### config.mk
export PLATFORM = sky130hd
export DESIGN_NAME = syncup_counter
export DESIGN_NICKNAME = d
export VERILOG_FILES = /design/src/rtl/syncup_counter.sv
export SDC_FILE = /design/constraint.sdc
export NUM_CORES = 1
export LEC_CHECK = 0
export ABC_AREA = 0
export CAP_MARGIN = 20
export CORE_AREA = 2 2 39 41
export CTS_BUF_LIST = sky130_fd_sc_hd__clkbuf_4 sky130_fd_sc_hd__clkbuf_8 sky130_fd_sc_hd__clkbuf_16
export CTS_CLUSTER_DIAMETER = 80
export DETAILED_ROUTE_END_ITERATION = 16
export DIE_AREA = 0 0 41 43
export HOLD_SLACK_MARGIN = 0.03
export PLACE_DENSITY = 0.54
export SLEW_MARGIN = 15
export SYNTH_ARGS = -nofsm -noshare
export SYNTH_HDL_FRONTEND = slang
export SYNTH_SLANG_ARGS = --single-unit
### constraint.sdc
create_clock -name clk -period 1.35 [get_ports clk]
set_input_delay 0.27 -clock clk [delete_from_list [all_inputs] [get_ports clk]]
set_output_delay 0.27 -clock clk [all_outputs]
set_load 0.03 [all_outputs]
### src/rtl/syncup_counter.sv
// rtl/syncup_counter.sv - Up-counter with wrap/one-shot modes, clear, load, cascade carry and done flag.
// Optional prescaler enabled by defining SYNCUP_PRESCALE_EN.
module syncup_counter #(
    parameter int WIDTH    = 3,
    parameter int MAX_VAL  = 7,
    parameter int PRESCALE = 4
) (
    input  logic             clk,
    input  logic             rst,
    input  logic             en,
    input  logic             clr,
    input  logic             load,
    input  logic [WIDTH-1:0] load_val,
    input  logic             one_shot,
    output logic [WIDTH-1:0] count,
    output logic             tc,
    output logic             done
);

    typedef enum logic [1:0] {IDLE, RUN, DONE} state_t;

    localparam logic [WIDTH-1:0] MAX = WIDTH'(MAX_VAL);

    state_t state;
    logic   at_max;
    logic   step;

    assign at_max = (count == MAX);

`ifdef SYNCUP_PRESCALE_EN
    localparam int             PSW     = $clog2(PRESCALE);
    localparam logic [PSW-1:0] PS_LAST = PSW'(PRESCALE - 1);

    logic [PSW-1:0] ps;

    // Only the last enabled edge of each prescale window moves the count.
    assign step = en && (ps == PS_LAST);

    always_ff @(posedge clk or negedge rst) begin
        if (!rst) begin
            ps <= '0;
        end else if (clr || load) begin
            ps <= '0;
        end else if (en && (state != DONE)) begin
            ps <= (ps == PS_LAST) ? '0 : ps + PSW'(1);
        end
    end
`else
    assign step = en;
`endif

    assign tc = step & at_max & (state != DONE) & ~clr & ~load;

    always_ff @(posedge clk or negedge rst) begin
        if (!rst) begin
            count <= '0;
            state <= IDLE;
            done  <= 1'b0;
        end else if (clr) begin
            count <= '0;
            state <= IDLE;
            done  <= 1'b0;
        end else if (load) begin
            count <= (load_val > MAX) ? MAX : load_val;
            state <= IDLE;
            done  <= 1'b0;
        end else if (step && (state != DONE)) begin
            if (!at_max) begin
                count <= count + WIDTH'(1);
                state <= RUN;
            end else if (one_shot) begin
                // Hold at the terminal value until clr or load.
                state <= DONE;
                done  <= 1'b1;
            end else begin
                count <= '0;
                state <= RUN;
            end
        end
    end

endmodule
==> run_1/placed.png <==
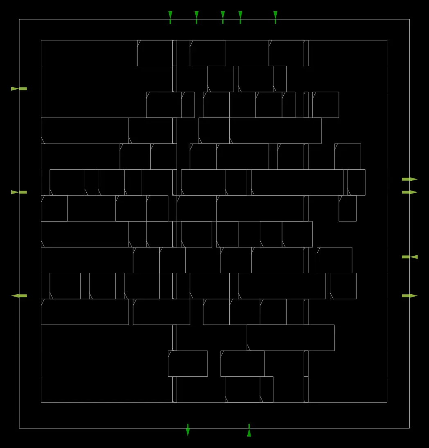
Well Taps: 16
sequential cell count: 6
Core Util, Final: 0.500

==> run_1/ff_map.png <==
Drawn at 12 px/um. Other sequential cells in the stronger gray, the rest of the logic in the fainter gray.
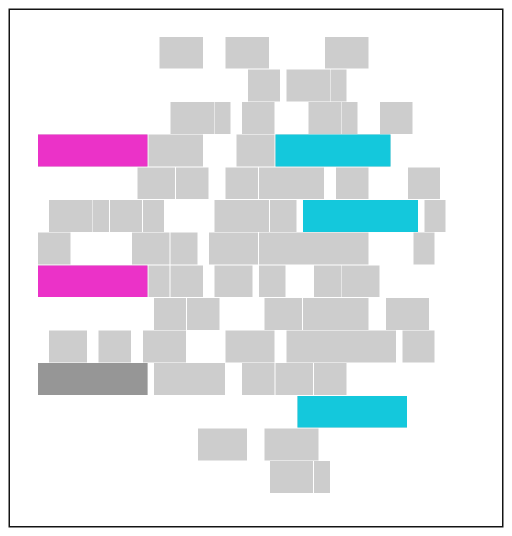
color	netlist name	flops
magenta	state	2
cyan	count	3

==> run_1/layers.png <==
Drawn at 8 px/um. Two of the layers only.
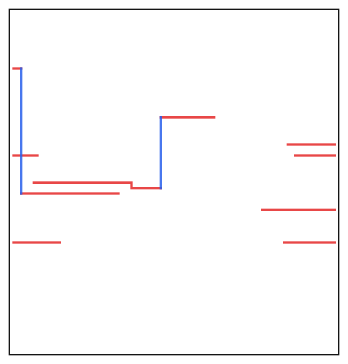
color	layer	wire length
red	M3	71.3 um
blue	M4	24.5 um

==> results.ini, run 1 <==
[sta]
setup_slack_ns=-0.177
finalMaxSlewViolations=0
hold_viol_final=0
setup_viol=4

[status]
status=finished with violations
violations=negative setup slack

[clock_network]
cts_tree=built
numCtsBuffers=3
cts_buffer_depth=2
postCtsResizedCells=14
clock_latency_ns=0.26
cts_setup_buffers=2

[global_routing]
grt_pass1_wl_mm=1.70
grt_pass1_vias=396

[synth]
synthesis.nets=50

[place]
placed_cells=74
gp_congestion=0.798

[pwr]
combPwrFrac=0.252
power.share.clock=0.383
combinationalPower_uw=139

[routing]
postRouteAntennaNets=0
drt-pass1-iter-count=2
post_drt_wl_per_cell_um=12.7

[flow_run]
warnings=30

[floorplanning]
fp_util=0.270

[final_layout]
inverters=4
logic_area_sq_um=282
fillCellCount=139
seq_area_frac=0.221
buf_share=0.278
stdcell_count=80
nets=77

[setup_path]
crit_path_start_kind=flip-flop

run 1: metal layers:
layer,up-vias,global-route usage,routed length (um)
met3,4,0.0785,71
met2,10,0.216,516
met5,-,0,0
li1,196,-,-
met1,180,0.172,403
met4,0,0.100,24
run 1: cell usage after synthesis:
cell type | number | share of area
clkbuf_1 | 1 | 0.010
o21a_1 | 1 | 0.020
nor3_1 | 1 | 0.013
o31ai_2 | 1 | 0.033
o31ai_1 | 2 | 0.040
nor4_1 | 1 | 0.017
inv_1 | 4 | 0.040
ha_1 | 3 | 0.10
and2_1 | 1 | 0.017
dfrtp_1 | 6 | 0.40
nor3_2 | 1 | 0.027
nand2_1 | 2 | 0.020
a221oi_1 | 3 | 0.070
nand2b_2 | 1 | 0.023
o21ai_0 | 1 | 0.013
nor2_1 | 2 | 0.020
a21oi_1 | 1 | 0.013
a41oi_1 | 2 | 0.047
and2b_2 | 1 | 0.023
nor2b_1 | 1 | 0.017
a31oi_1 | 2 | 0.033
run 1: flip-flops by register name, summed over array words and instances (netlist names):
signal / cells
state: 2
count: 3
done: 1
run 1: critical path, cell delays in order (launching register included):
cell	delay, ns
dfrtp_2	0.43
ha_4	0.18
ha_4	0.16
nand2_4	0.06
nor3_4	0.03
buf_6	0.14
run 1: worst paths after layout:
check / from / endpoint / cells past startpoint
setup / recovery: count[1] / tc / 5
max in group asynchronous: rst / count[1] / 1
min in group clk: done / done / 1
hold / removal: rst / count[2] / 1
hold reg to reg: done / done / 1
setup reg to reg: count[1] / count[1] / 5
run 1: cells by family after synthesis:
logic type      share of synthesized area
flops                               0.401
fa+ha+maj                           0.100
compound gates                      0.271
buf+inv                            0.0501
simple gates                        0.177
## Run 2: what changed since run 1
- PLACE_DENSITY: 0.54 -> 0.52
- clock period: 1.35 -> 1.6 ns (I/O delays scaled with it)
==> run_2/route_heat.png <==
Drawn at 8 px/um. The die is cut into 8 by 9 equal tiles; dark blue is low, red is high, scaled to the fullest tile. Values are wire area over tile area, all layers added.
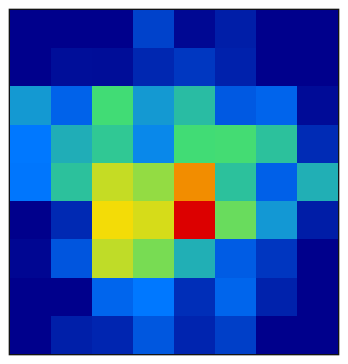
fullest tile	0.39
nearly empty tiles	25%
tiles over half the peak	17%
mean over tiles	0.088
emptiest ninth of the die	top right

==> results.ini, run 2 <==
[status]
status=complete, no violations

[synth]
mux_share=0
edf_count=0
top_cells_by_area=dfrtp_1, ha_1, a221oi_1
synthArstFlopShare=1.00
compound_area_frac=0.271
yosys.area.top_type=dfrtp_1

[setup_path]
crit_path_start_kind=input port
slowest_delay_ns=0.47
cp_top_family=buffers and inverters
r2r_end=count[1]

[routing]
drt-pass1-iter-count=4
post_drt_wl_per_cell_um=12.5

[sta]
finalMaxSlewViolations=0

[clock_network]
cts_tree=built

[final_layout]
stdcell_count=81
reg.largest.list=count (3), state (2), done (1)
largest_reg_flops=3
final_core_util=0.498

[place]
gp_congestion=0.731
placed_cells=71

[global_routing]
grt_pass1_vias=372

==> run_2/ff_map.png <==
Drawn at 12 px/um. Other sequential cells in the stronger gray, the rest of the logic in the fainter gray.
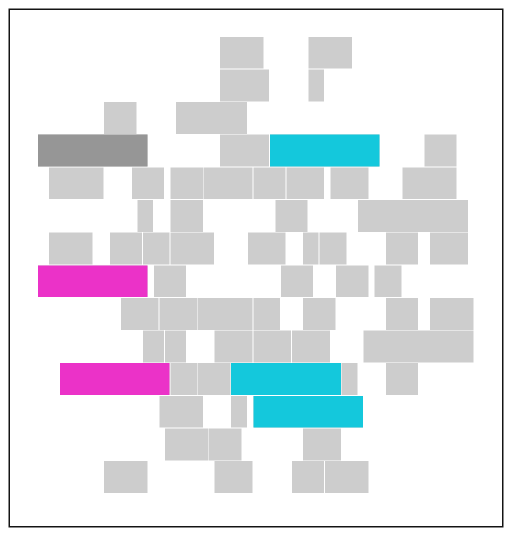
color	netlist name	flops
magenta	state	2
cyan	count	3
not colored	1

## run 2: cell counts after synthesis
Identical to the previous run, type by type.
## run 2: cell type report
cell class	instances	area, sq um	share of cell area
repair buffers	25	220	0.319
flip-flops and latches	6	150	0.218
clock buffers	3	22.5	0.0327
inverters	4	15.0	0.0218
multi-input cells	27	262	0.379
well taps	16	20.0	0.0290
## run 2: repair_timing
| item | 4_1_cts | 5_1_grt |
|---|---|---|
| resized | 10 | 5 |
| setup endpoints to repair | 4 | 5 |
| pin swaps | 1 | 3 |
| buffers inserted | 2 | 5 |
## run 2: worst max path at each step
stage                     slack [ns]  cells past startpoint  startpoint  to
after global placement        -0.005                      5         clr  tc
final                          0.008                      5         clr  tc
after detailed placement      -0.006                      5         clr  tc
after global routing           -0.05                      5    count[0]  tc
after CTS                      -0.01                      5    count[1]  tc
after floorplan                0.002                      4    count[0]  tc
## run 2: per-layer routing
| metal | track usage | vias to the layer above | part of all wire |
|---|---|---|---|
| met3 | 0.0314 | 2 | 0.032 |
| li1 | - | 200 | - |
| met5 | 0 | - | 0 |
| met4 | 0.0800 | 0 | 0.0069 |
| met1 | 0.206 | 196 | 0.45 |
| met2 | 0.197 | 7 | 0.51 |
## run 2: worst register-to-register path: cells and delay by family, from the launching register on
family	cells	cell delay, ns
flip-flops	1	0.42
adder cells (fa/ha/maj)	2	0.40
AND-OR/OR-AND	2	0.31
AND/OR/NAND/NOR	1	0.18
buffers and inverters	1	0.12
## run 2: where the power goes
group,internal (mW),switching (mW)
clock network,0.0850,0.0566
logic,0.0625,0.0534
registers,0.160,0.00950
total,0.308,0.120
## Run 3: what changed since run 2
- HOLD_SLACK_MARGIN: 0.03 -> 0.1
==> run_3/ff_map.png <==
Drawn at 12 px/um. Other sequential cells in the stronger gray, the rest of the logic in the fainter gray.
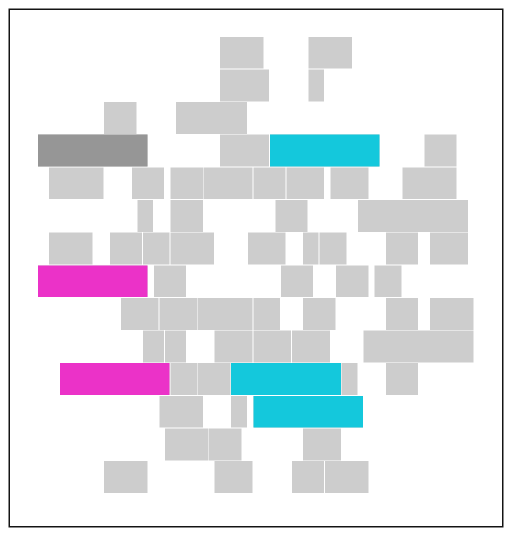
color	netlist name	flops
magenta	state	2
cyan	count	3
not colored	1

==> results.ini, run 3 <==
[final_layout]
stdcell_count=81
max_flop_register=count
nets=79
reg.largest.list=count (3), state (2), done (1)
largest_reg_flops=3

[synth]
top_cells_by_area=dfrtp_1, ha_1, a221oi_1
yosys.area.top_type=dfrtp_1
edf_count=0
synthFlopType=dfrtp_1
top_cell_area_share=0.401
yosys-top-cells-count=dfrtp_1, inv_1, a221oi_1, ha_1
yosysMostFrequentCell=dfrtp_1
synthesis.nets=50
synthArstFlopShare=1.00

[pwr]
p_int_uw=308
power.share.clock=0.331
combPwrFrac=0.271
switchingPower_uw=120
swShare=0.280

[clock_network]
numCtsBuffers=3
cts_tree=built
cts_buffer_depth=2
clock_latency_ns=0.25

[flow_run]
warnings=29

[floorplanning]
fp_util=0.270

[global_routing]
grt_pass1_vias=372
grt_pass1_wl_mm=1.71

[setup_path]
path_cells=clkdlybuf4s50_1 > nor2_4 > nand2_4 > nor3_4 > buf_6
cp_slowest_cell=clkdlybuf4s50_1
crit_path_start_kind=input port
cp_top_family=buffers and inverters
critPathBufInv=2

[place]
placed_cells=71

[routing]
postRouteAntennaNets=0
drc_errors=0
post_drt_wl_per_cell_um=12.5

[status]
status=complete, no violations

[sta]
finalMaxSlewViolations=0
setup_viol=0

==> run_3/layers.png <==
Drawn at 8 px/um. Two of the layers only.
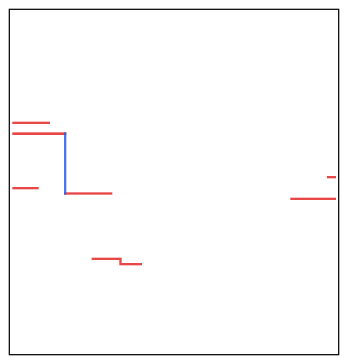
color	layer	wire length
red	M3	32.4 um
blue	M4	7.50 um

[run 3: repair_timing]
item	4_1_cts	5_1_grt
resized	10	5
setup endpoints to repair	4	5
pin swaps	1	3
buffers inserted	2	5
[run 3: per-layer routing]
layer	global-route usage	vias up	routed length (um)
li1	-	200	-
met4	0.0800	0	7
met3	0.0314	2	32
met1	0.206	196	458
met2	0.197	7	511
met5	0	-	0
[run 3: power groups by stage]
stage / Combinational, mW / Sequential, mW / Clock, mW
4_1_cts: 0.105 / 0.170 / 0.148
3_5_place_dp: 0.100 / 0.171 / 0
2_1_floorplan: 0.0336 / 0.181 / 0
3_3_place_gp: 0.0995 / 0.171 / 0
5_1_grt: 0.127 / 0.171 / 0.156
6_report: 0.116 / 0.170 / 0.142
[run 3: cells by family after synthesis]
logic type      synth area share
buf+inv                   0.0501
compound gates             0.271
flops                      0.401
simple gates               0.177
fa+ha+maj                  0.100
[run 3: area by class of cell]
| cell class | count | area [sq um] |
|---|---|---|
| multi-input combinational | 27 | 262 |
| timing repair buffer | 25 | 220 |
| tap | 16 | 20.0 |
| sequential | 6 | 150 |
| clock buffer | 3 | 22.5 |
| inverter | 4 | 15.0 |
| fill | 141 | 694 |
[run 3: worst paths after layout]
kind / startpoint / to / cells past startpoint
setup / recovery: clr / tc / 5
hold / removal: rst / state[0] / 1
setup reg to reg: count[0] / count[1] / 6
hold reg to reg: done / done / 1
max in group asynchronous: rst / count[0] / 1
min in group clk: done / done / 1
[run 3: metrics by stage]
step                       util  setup WS [ns]
after global routing      0.498        -0.0475
after detailed placement  0.410       -0.00591
after floorplan               -        0.00199
after global placement    0.410       -0.00474
after CTS                 0.458        -0.0142
final                     0.498        0.00810
Power is estimated from default activity; no workload was simulated.
